Figure 1. Placement density heat map (run 1).
The bar under the picture is 20 µm long. The die is cut into 7 by 8 equal tiles; dark blue is low, red is high, 0 to 100% covered.
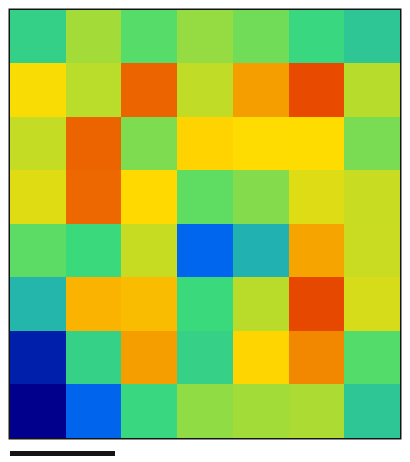
Figure 2. Congestion heat map (run 1).
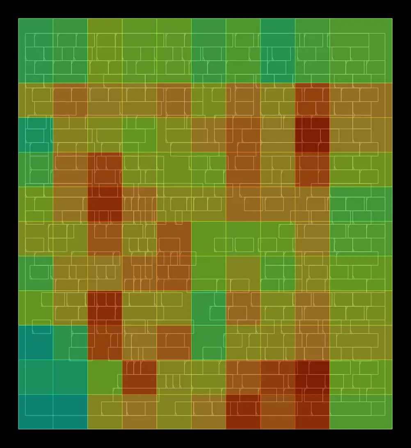
Figure 3. Met2 routing (run 1).
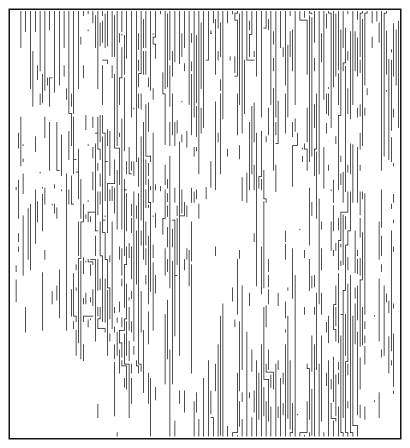
[src/rtl/fifo_wr_arbiter_pkg.sv]
// rtl/fifo_wr_arbiter_pkg.sv - shared types for the FIFO write-port arbiter
package fifo_wr_arbiter_pkg;

    typedef enum logic {
        ST_IDLE = 1'b0,
        ST_BUSY = 1'b1
    } arb_state_e;

endpackage

[src/rtl/fifo_wr_arbiter_if.sv]
// rtl/fifo_wr_arbiter_if.sv - source beats in, FIFO write side out
interface fifo_wr_arbiter_if #(
    parameter int NUM_SRC    = 4,
    parameter int DATA_WIDTH = 36
);
    localparam int SRC_W = $clog2(NUM_SRC);

    logic [NUM_SRC-1:0]            src_valid;
    logic [NUM_SRC-1:0]            src_last;
    logic [NUM_SRC*DATA_WIDTH-1:0] src_data;
    logic [NUM_SRC-1:0]            src_ready;
    logic                          full;
    logic                          wr_en;
    logic [DATA_WIDTH-1:0]         wr_data;
    logic [SRC_W-1:0]              grant_id;
    logic                          busy;

    modport master (
        output src_valid, src_last, src_data, full,
        input  src_ready, wr_en, wr_data, grant_id, busy
    );

    modport slave (
        input  src_valid, src_last, src_data, full,
        output src_ready, wr_en, wr_data, grant_id, busy
    );

endinterface

[src/rtl/fifo_wr_arbiter_rr_pick.sv]
// rtl/fifo_wr_arbiter_rr_pick.sv - rotate-priority picker, scan starts just after ptr
module fifo_rr_pick
    import fifo_wr_arbiter_pkg::*;
#(
    parameter int NUM_SRC = 4,
    parameter int SRC_W   = $clog2(NUM_SRC)
) (
    input  logic [NUM_SRC-1:0] req,
    input  logic [SRC_W-1:0]   ptr,
    output logic [NUM_SRC-1:0] gnt_onehot,
    output logic [SRC_W-1:0]   gnt_idx,
    output logic               any
);

    logic [SRC_W-1:0] idx;

    always_comb begin
        gnt_onehot = '0;
        gnt_idx    = '0;
        any        = 1'b0;
        idx        = '0;
        for (int k = 1; k <= NUM_SRC; k++) begin
            idx = SRC_W'((int'(ptr) + k) % NUM_SRC);
            if (!any && req[idx]) begin
                any             = 1'b1;
                gnt_idx         = idx;
                gnt_onehot[idx] = 1'b1;
            end
        end
    end

endmodule

[src/rtl/fifo_wr_arbiter.sv]
// rtl/fifo_wr_arbiter.sv - round-robin, packet-atomic sharing of one FIFO write port
module fifo_wr_arbiter
    import fifo_wr_arbiter_pkg::*;
#(
    parameter int NUM_SRC    = 4,
    parameter int DATA_WIDTH = 36,
    parameter int PKT_MODE   = 1
) (
    input logic               clk,
    input logic               rst,
    fifo_wr_arbiter_if.slave  bus
);

    localparam int SRC_W = $clog2(NUM_SRC);

    arb_state_e       state_q, state_d;
    logic [SRC_W-1:0] rr_ptr_q, rr_ptr_d;
    logic [SRC_W-1:0] owner_q, owner_d;
    logic [SRC_W-1:0] grant_id_q, grant_id_d;

    logic [NUM_SRC-1:0] pick_onehot, owner_onehot, sel_onehot;
    logic [SRC_W-1:0]   pick_idx, sel;
    logic               pick_any, open, accept, sel_last;

    fifo_rr_pick #(.NUM_SRC(NUM_SRC), .SRC_W(SRC_W)) u_pick (
        .req        (bus.src_valid),
        .ptr        (rr_ptr_q),
        .gnt_onehot (pick_onehot),
        .gnt_idx    (pick_idx),
        .any        (pick_any)
    );

    always_comb begin
        owner_onehot          = '0;
        owner_onehot[owner_q] = 1'b1;
        if (state_q == ST_BUSY) begin
            sel        = owner_q;
            sel_onehot = owner_onehot;
        end else begin
            sel        = pick_idx;
            sel_onehot = pick_onehot;
        end
        // Gating with rst keeps the FIFO untouched while reset is held.
        open     = ~rst & ~bus.full;
        accept   = open & ((state_q == ST_BUSY) ? bus.src_valid[owner_q] : pick_any);
        sel_last = bus.src_last[sel];

        state_d    = state_q;
        rr_ptr_d   = rr_ptr_q;
        owner_d    = owner_q;
        grant_id_d = grant_id_q;
        if (accept) begin
            if (state_q == ST_IDLE) begin
                rr_ptr_d   = sel;
                owner_d    = sel;
                grant_id_d = sel;
                if (PKT_MODE != 0 && !sel_last) begin
                    state_d = ST_BUSY;
                end
            end else if (sel_last) begin
                state_d = ST_IDLE;
            end
        end
    end

    always_ff @(posedge clk or posedge rst) begin
        if (rst) begin
            state_q    <= ST_IDLE;
            rr_ptr_q   <= SRC_W'(NUM_SRC - 1);
            owner_q    <= '0;
            grant_id_q <= '0;
        end else begin
            state_q    <= state_d;
            rr_ptr_q   <= rr_ptr_d;
            owner_q    <= owner_d;
            grant_id_q <= grant_id_d;
        end
    end

    assign bus.src_ready = sel_onehot & {NUM_SRC{open}};
    assign bus.wr_en     = accept;
    assign bus.wr_data   = bus.src_data[int'(sel)*DATA_WIDTH +: DATA_WIDTH];
    assign bus.grant_id  = grant_id_q;
    assign bus.busy      = (state_q == ST_BUSY);

endmodule

[src/flat_wrapper.sv]
// flat-port wrapper written by rule: the top's interface ports become plain ports
module fifo_wr_arbiter_flat import fifo_wr_arbiter_pkg::*;
#(
    parameter int NUM_SRC    = 4,
    parameter int DATA_WIDTH = 36,
    parameter int PKT_MODE   = 1
)
  (clk, rst, bus_src_valid, bus_src_last, bus_src_data, bus_full, bus_src_ready, bus_wr_en, bus_wr_data, bus_grant_id, bus_busy);
  fifo_wr_arbiter_if #(.NUM_SRC(NUM_SRC), .DATA_WIDTH(DATA_WIDTH)) bus_i ();
  input logic clk;
  input logic rst;
  input wire logic [$bits(bus_i.src_valid)-1:0] bus_src_valid;
  input wire logic [$bits(bus_i.src_last)-1:0] bus_src_last;
  input wire logic [$bits(bus_i.src_data)-1:0] bus_src_data;
  input wire logic [$bits(bus_i.full)-1:0] bus_full;
  output wire logic [$bits(bus_i.src_ready)-1:0] bus_src_ready;
  output wire logic [$bits(bus_i.wr_en)-1:0] bus_wr_en;
  output wire logic [$bits(bus_i.wr_data)-1:0] bus_wr_data;
  output wire logic [$bits(bus_i.grant_id)-1:0] bus_grant_id;
  output wire logic [$bits(bus_i.busy)-1:0] bus_busy;
  assign bus_i.src_valid = bus_src_valid;
  assign bus_i.src_last = bus_src_last;
  assign bus_i.src_data = bus_src_data;
  assign bus_i.full = bus_full;
  assign bus_src_ready = bus_i.src_ready;
  assign bus_wr_en = bus_i.wr_en;
  assign bus_wr_data = bus_i.wr_data;
  assign bus_grant_id = bus_i.grant_id;
  assign bus_busy = bus_i.busy;
  fifo_wr_arbiter #(.NUM_SRC(NUM_SRC), .DATA_WIDTH(DATA_WIDTH), .PKT_MODE(PKT_MODE)) u_core (.clk(clk), .rst(rst), .bus(bus_i));
endmodule
[config.mk]
export PLATFORM = sky130hd
export DESIGN_NAME = fifo_wr_arbiter_flat
export DESIGN_NICKNAME = d
export VERILOG_FILES = /design/src/rtl/fifo_wr_arbiter_pkg.sv /design/src/rtl/fifo_wr_arbiter_if.sv /design/src/rtl/fifo_wr_arbiter_rr_pick.sv /design/src/rtl/fifo_wr_arbiter.sv /design/src/flat_wrapper.sv
export SDC_FILE = /design/constraint.sdc
export NUM_CORES = 1
export LEC_CHECK = 0
export CORE_ASPECT_RATIO = 1.1
export CORE_UTILIZATION = 31
export CTS_CLUSTER_SIZE = 10
export DETAILED_ROUTE_END_ITERATION = 8
export PLACE_DENSITY = 0.9
export SLEW_MARGIN = 20
export SYNTH_ARGS = -nofsm -noshare
export SYNTH_HDL_FRONTEND = slang
export SYNTH_SLANG_ARGS = --single-unit
[constraint.sdc]
create_clock -name clk -period 9.7 [get_ports clk]
set_input_delay 1.455 -clock clk [delete_from_list [all_inputs] [get_ports clk]]
set_output_delay 1.455 -clock clk [all_outputs]
set_load 0.01 [all_outputs]
==> notes.md, run 1 <==
The flow run is done. The flow ran to the end, and the final reports show no timing, DRC or antenna violations. The class occupying the most area after layout is reported as buffers. On the reported timing paths, the clock transition at the registers reads 30 ps. Per the timing report, the most critical flop-to-flop path finishes at u_core.bus.busy.

Total power landed at 1.10 mW. Per the post-run analysis, buffers plus inverters along the critical path come to 3. Gates resized during post-CTS repair numbered 0. The synth_stat.txt file lists the number of cells as 143. The via count of the first global-routing pass was 2250. Of all nets on the critical path, the largest fanout is 21. Cell count along the critical path landed at 8. TritonCTS built the clock tree.

The net count of the finished layout is 500. The tightest min-delay check is of the reg -> reg type. In this run the core area contains 28 standard-cell rows.

Number of warnings the tools reported landed at 33. Post-synthesis, Yosys gives the total cell area as 1800 µm². Required time of the worst setup path landed at 8250 ps. In the power breakdown, the biggest contributor is combinational cells. On the critical path the largest part of the delay comes from buffers and inverters. The layout has 201 buffers outside the clock class. Power in the clock group landed at 0.0382 mW. Sequential share of cell area landed at 3.31%.

During I/O placement, the number of pins put on the boundary was 199. Number of pins exceeding their max-slew limit in the final report landed at 0. Count of unresolved DRC violations after routing landed at 0.

Global route total overflow landed at 0. The congestion estimate from routability-driven global placement came to 0.947. By instance count after routing, the leading logic cell types are 198 x sky130_fd_sc_hd__clkdlybuf4s50_1, 33 x sky130_fd_sc_hd__mux4_2, 10 x sky130_fd_sc_hd__nor2_1. The post-route netlist has 15.5% of its cells at a drive strength greater than 1. The final timing summary puts the cycle share of the worst path at 65.6%. Instance count along the most critical hold path landed at 2. Of the post-synthesis cell area, the part taken by muxes is 59.5%. Number of placed instances with taps included landed at 407. Reported sequential group power landed at 0.0721 mW.

Among all stages on the critical path, the largest delay is contributed by sky130_fd_sc_hd__mux4_2. Y dimension of the die landed at 81.8 µm. STA classifies the critical path endpoint as an output port. Number of hold buffers added after cts landed at 0.

The worst setup path is launched from an input port. For the final database, setup skew stands at 1.32 ps. The power report puts the leakage power at 1.43 nW. Measured on the final layout, buffering overhead outside the clock network stands at 52.0%. Number of nets in the synthesized netlist landed at 306. The script logs the ratio of routed vias to standard cells as 5.48.

After synthesis, the mean cell area works out to 12.6 µm². The worst path needs 6360 ps of the cycle, external delays included. Count of buffers from port buffering landed at 198.

Sequential elements use 7.10% of the synthesized area. Distinct cell type count after synthesis landed at 33. Clock tree synthesis selected as its root buffer the cell sky130_fd_sc_hd__clkbuf_8.

The initial antenna violation count is 1. DRC marker count from the first detailed-route iteration landed at 110. The commonest cells after synthesis are 33 x sky130_fd_sc_hd__mux4_2, 10 x sky130_fd_sc_hd__nor2_1, 9 x sky130_fd_sc_hd__nand2_1. The synthesized netlist devotes 0% of its cell area to XOR and XNOR gates. In the synthesized netlist the dominant register cell turns out to be sky130_fd_sc_hd__dfrtp_1. Worst reg-to-reg path cell count landed at 9. For the pin with the worst max-slew slack, the measured transition is 726 ps. Per the slew report, the remaining headroom to the max-slew limit stands at 50.9%.

Post-CTS setup repair buffer count landed at 0. In the final layout, the fill cell count is 403. Net switching is 41.8% of the power.

The internal portion of the total power is 0.637 mW. Largest net degree at the start of global routing landed at 24. Walking the worst path, the cells encountered are clkdlybuf4s50_1 > mux4_2 > or3_4 > o31a_1 > o31ai_4 > buf_4 > mux4_1 > clkdlybuf4s50_1.

In this run, synthesis inferred 0 flip-flops with an integrated enable. Routing resource usage on met1 recorded by global route was 34.2%. The CTS log lists the clock sinks for this run as 5. Fraction of power consumed by the clock network landed at 3.5%. Per STA, the library cell used most along the worst path is sky130_fd_sc_hd__clkdlybuf4s50_1. Grouping non-sequential cells by family puts the most area in multiplexers. Number of synthesized register bits landed at 5. Per the CTS log, the buffer count on the longest clock path is 2.
## Picture notes: Figure 1
25% of the tiles are over 75% full. The mean over all tiles is 62%. The fullest tile reaches 92%. The emptiest ninth of the die: south-west.
Core Region: 5470 µm²
fraction of the core area occupied by cells at floorplan: 32.9%
share of the core filled with cells in the final layout: 70.5%

## Picture notes: Figure 2
met2 Usage GRT: 46.4%
met3 layer usage reported by global route: 10.9%
Avg WL per Cell: 22.1 µm
GR peak layer: met2
total routing resource utilization after global routing: 28.0%

## Picture notes: Figure 3
The layer holds 49% of the routed length. 457 nets have wire on it. The wires run mostly vertical. The longest straight run is 40.8 µm.
via total after detailed routing: 2254
total wirelength of the detailed-routed design: 9070 µm

==> run 1: routing by layer <==
metal	wire length (µm)	vias up
li1	-	1007
met1	3310	1105
met2	4430	130
met3	1230	12
met4	112	0
met5	0	-
==> run 1: cell families (layout without fill, tap and decap cells) <==
kind of cell               count (synthesis)  in the layout
adders and majority gates                  8              8
AOI/OAI and AO/OA                         29             29
buffers and inverters                     19            212
muxes                                     52             52
DFF                                        5              5
and+or+nand+nor                           30             30
==> run 1: sequential cells by signal, summed over array words and instances, names as in the netlist <==
register	count
u_core.owner_q	2
u_core.rr_ptr_q	2
u_core.bus.busy	1
Figure 4. M1 wires (run 1).
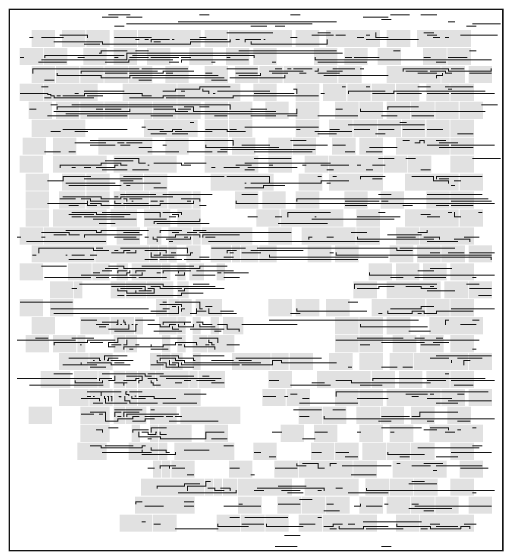

==> run 1 -> run 2 <==
--- a/config.mk
+++ b/config.mk
@@ -6,10 +6,10 @@
 export NUM_CORES = 1
 export LEC_CHECK = 0
 export CORE_ASPECT_RATIO = 1.1
-export CORE_UTILIZATION = 31
+export CORE_UTILIZATION = 26
 export CTS_CLUSTER_SIZE = 10
 export DETAILED_ROUTE_END_ITERATION = 8
-export PLACE_DENSITY = 0.9
+export PLACE_DENSITY = 0.8
 export SLEW_MARGIN = 20
 export SYNTH_ARGS = -nofsm -noshare
 export SYNTH_HDL_FRONTEND = slang
==> constraint.sdc (replaced) <==
create_clock -name clk -period 5.2 [get_ports clk]
set_input_delay 0.78 -clock clk [delete_from_list [all_inputs] [get_ports clk]]
set_output_delay 0.78 -clock clk [all_outputs]
set_load 0.01 [all_outputs]
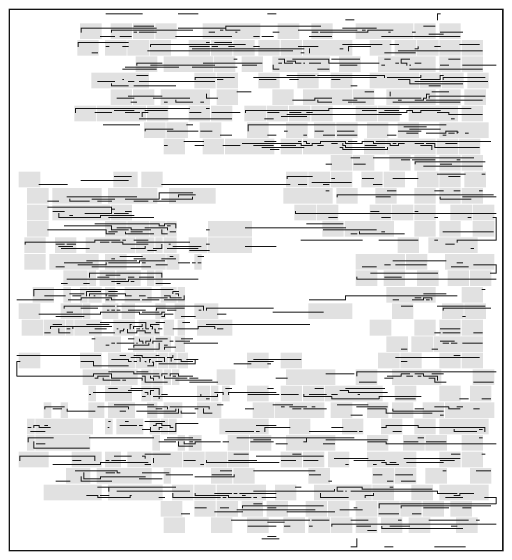
Figure 5: run 2, M1 wires.
418 nets have wire on it. The wires run mostly horizontal.
via total after detailed routing: 2192
GR Util met1: 24.4%
total wirelength of the detailed-routed design: 8370 µm

==> notes.md, run 2 <==
The flow run is done. Starting density of the core landed at 27.1%. STA classifies the critical path startpoint as an input port. Per the detail_route log, met3 wirelength is 871 µm. Post-route fraction of the period consumed by the critical path landed at 94.1%. Routed length on met1 landed at 3070 µm. The first routing iteration left 91 violations.

The signal on the critical path passes through clkdlybuf4s50_1 > mux4_2 > or3_4 > o31a_1 > o31ai_4 > buf_12 > mux4_1 > clkdlybuf4s50_1. Number of pins exceeding their max-slew limit in the final report landed at 0. For the pin with the worst max-slew slack, the measured transition is 720 ps.

The min-delay analysis places its worst path in the category reg -> reg. Global route summary, busiest routing layer listed as met2. Mean instance size in the synthesized netlist landed at 12.6 µm².

The global route stage reports its total congestion overflow as 0. Max fanout on the critical path was recorded as 19. The timing report gives the clock slew at the launch and capture registers of the worst setup and hold paths as 30 ps. Power in the clock group landed at 0.0703 mW.

Number of synthesized register bits landed at 5. In this run the vertical extent of the chip is 89.2 µm. Ranked by power, first place goes to combinational cells. The cell family contributing the most delay on the critical path is buffers and inverters. After synthesis, the most frequently instantiated cells are 33 x sky130_fd_sc_hd__mux4_2, 10 x sky130_fd_sc_hd__nor2_1, 9 x sky130_fd_sc_hd__nand2_1. Proportion of synthesized area in mux cells landed at 59.5%. Worst reg-to-reg path cell count landed at 7. In this run the critical register-to-register path is captured at u_core.bus.busy. Count of unresolved DRC violations after routing landed at 0. Row generation in the floorplan step produced 31 rows.

Entering global routing, the biggest net connects 22 pins. The layout has 204 buffers outside the clock class. Switching part of the total power landed at 40.6%. The biggest slice of the area belongs to buffers. Relative area of non-clock buffer cells in the final design landed at 52.6%.

Per the cell usage report, the commonest logic cells after layout are 198 x sky130_fd_sc_hd__clkdlybuf4s50_1, 33 x sky130_fd_sc_hd__mux4_2, 10 x sky130_fd_sc_hd__nor2_1. Distinct cell type count after synthesis landed at 33. Via count of the first global-routing pass landed at 2137.

Post-synthesis cell count from yosys landed at 143. The report lists the number of cells resized after CTS as 0. The detailed router used layers up to and including met4. Routability congestion estimate from global placement landed at 0.881. TritonCTS built the clock tree. The synthesized netlist devotes 0% of its cell area to XOR and XNOR gates.

Count of pins on the block boundary landed at 199. Standard cell core area landed at 6630 µm². Number of hold buffers added after cts landed at 0. Counting I/O delays and the setup requirement, the final critical path takes 4890 ps. The run finished with clean final reports.

Hold analysis shows the worst path with a depth of 2. Post-route core utilization landed at 59.2%. Sequential-to-total area share from yosys stat landed at 7.10%. Number of placed instances with taps included landed at 417. The worst setup path is captured at an output port. Total power landed at 2.11 mW.

Per the synth stats, the flop cell with the highest instance count is sky130_fd_sc_hd__dfrtp_1. The longest clock path from root to sink contains 2 buffers. Required time of the worst setup path landed at 4420 ps. The largest individual stage delay along the critical path comes from the cell sky130_fd_sc_hd__mux4_2. In the final layout, the share of cells above drive strength 1 is 16.2%. The clock tree has to reach 5 sinks.
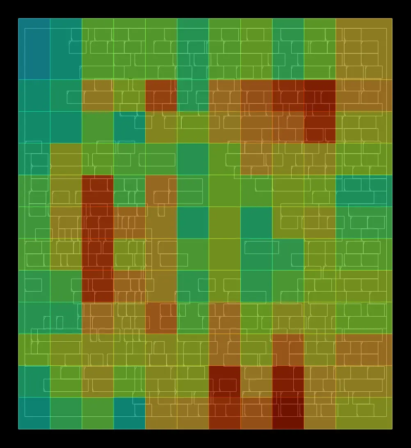
Figure 6: run 2, congestion heat map.
total routing resource utilization after global routing: 20.8%
met3 layer usage reported by global route: 5.71%
Avg WL per Cell: 19.9 µm
met2 Usage GRT: 37.4%

==> run 2: cell count changes in the layout (fill, tap and decap cells not counted) <==
cell                     before  now
sky130_fd_sc_hd__buf_12       0    3
==> run 2: how the worst max path moves through the flow <==
stage | startpoint | to | slack, ps | cells past startpoint
floorplan | u_core.rr_ptr_q[0] | bus_wr_data[0] | 920 | 11
global placement | bus_src_valid[1] | bus_wr_data[25] | 420 | 8
detailed placement | bus_src_valid[1] | bus_wr_data[25] | 300 | 8
CTS | bus_src_valid[1] | bus_wr_data[25] | 300 | 8
global route | bus_src_valid[2] | bus_wr_data[25] | 180 | 8
finish | bus_src_valid[1] | bus_wr_data[25] | 310 | 8
Power is estimated from default activity; no workload was simulated.
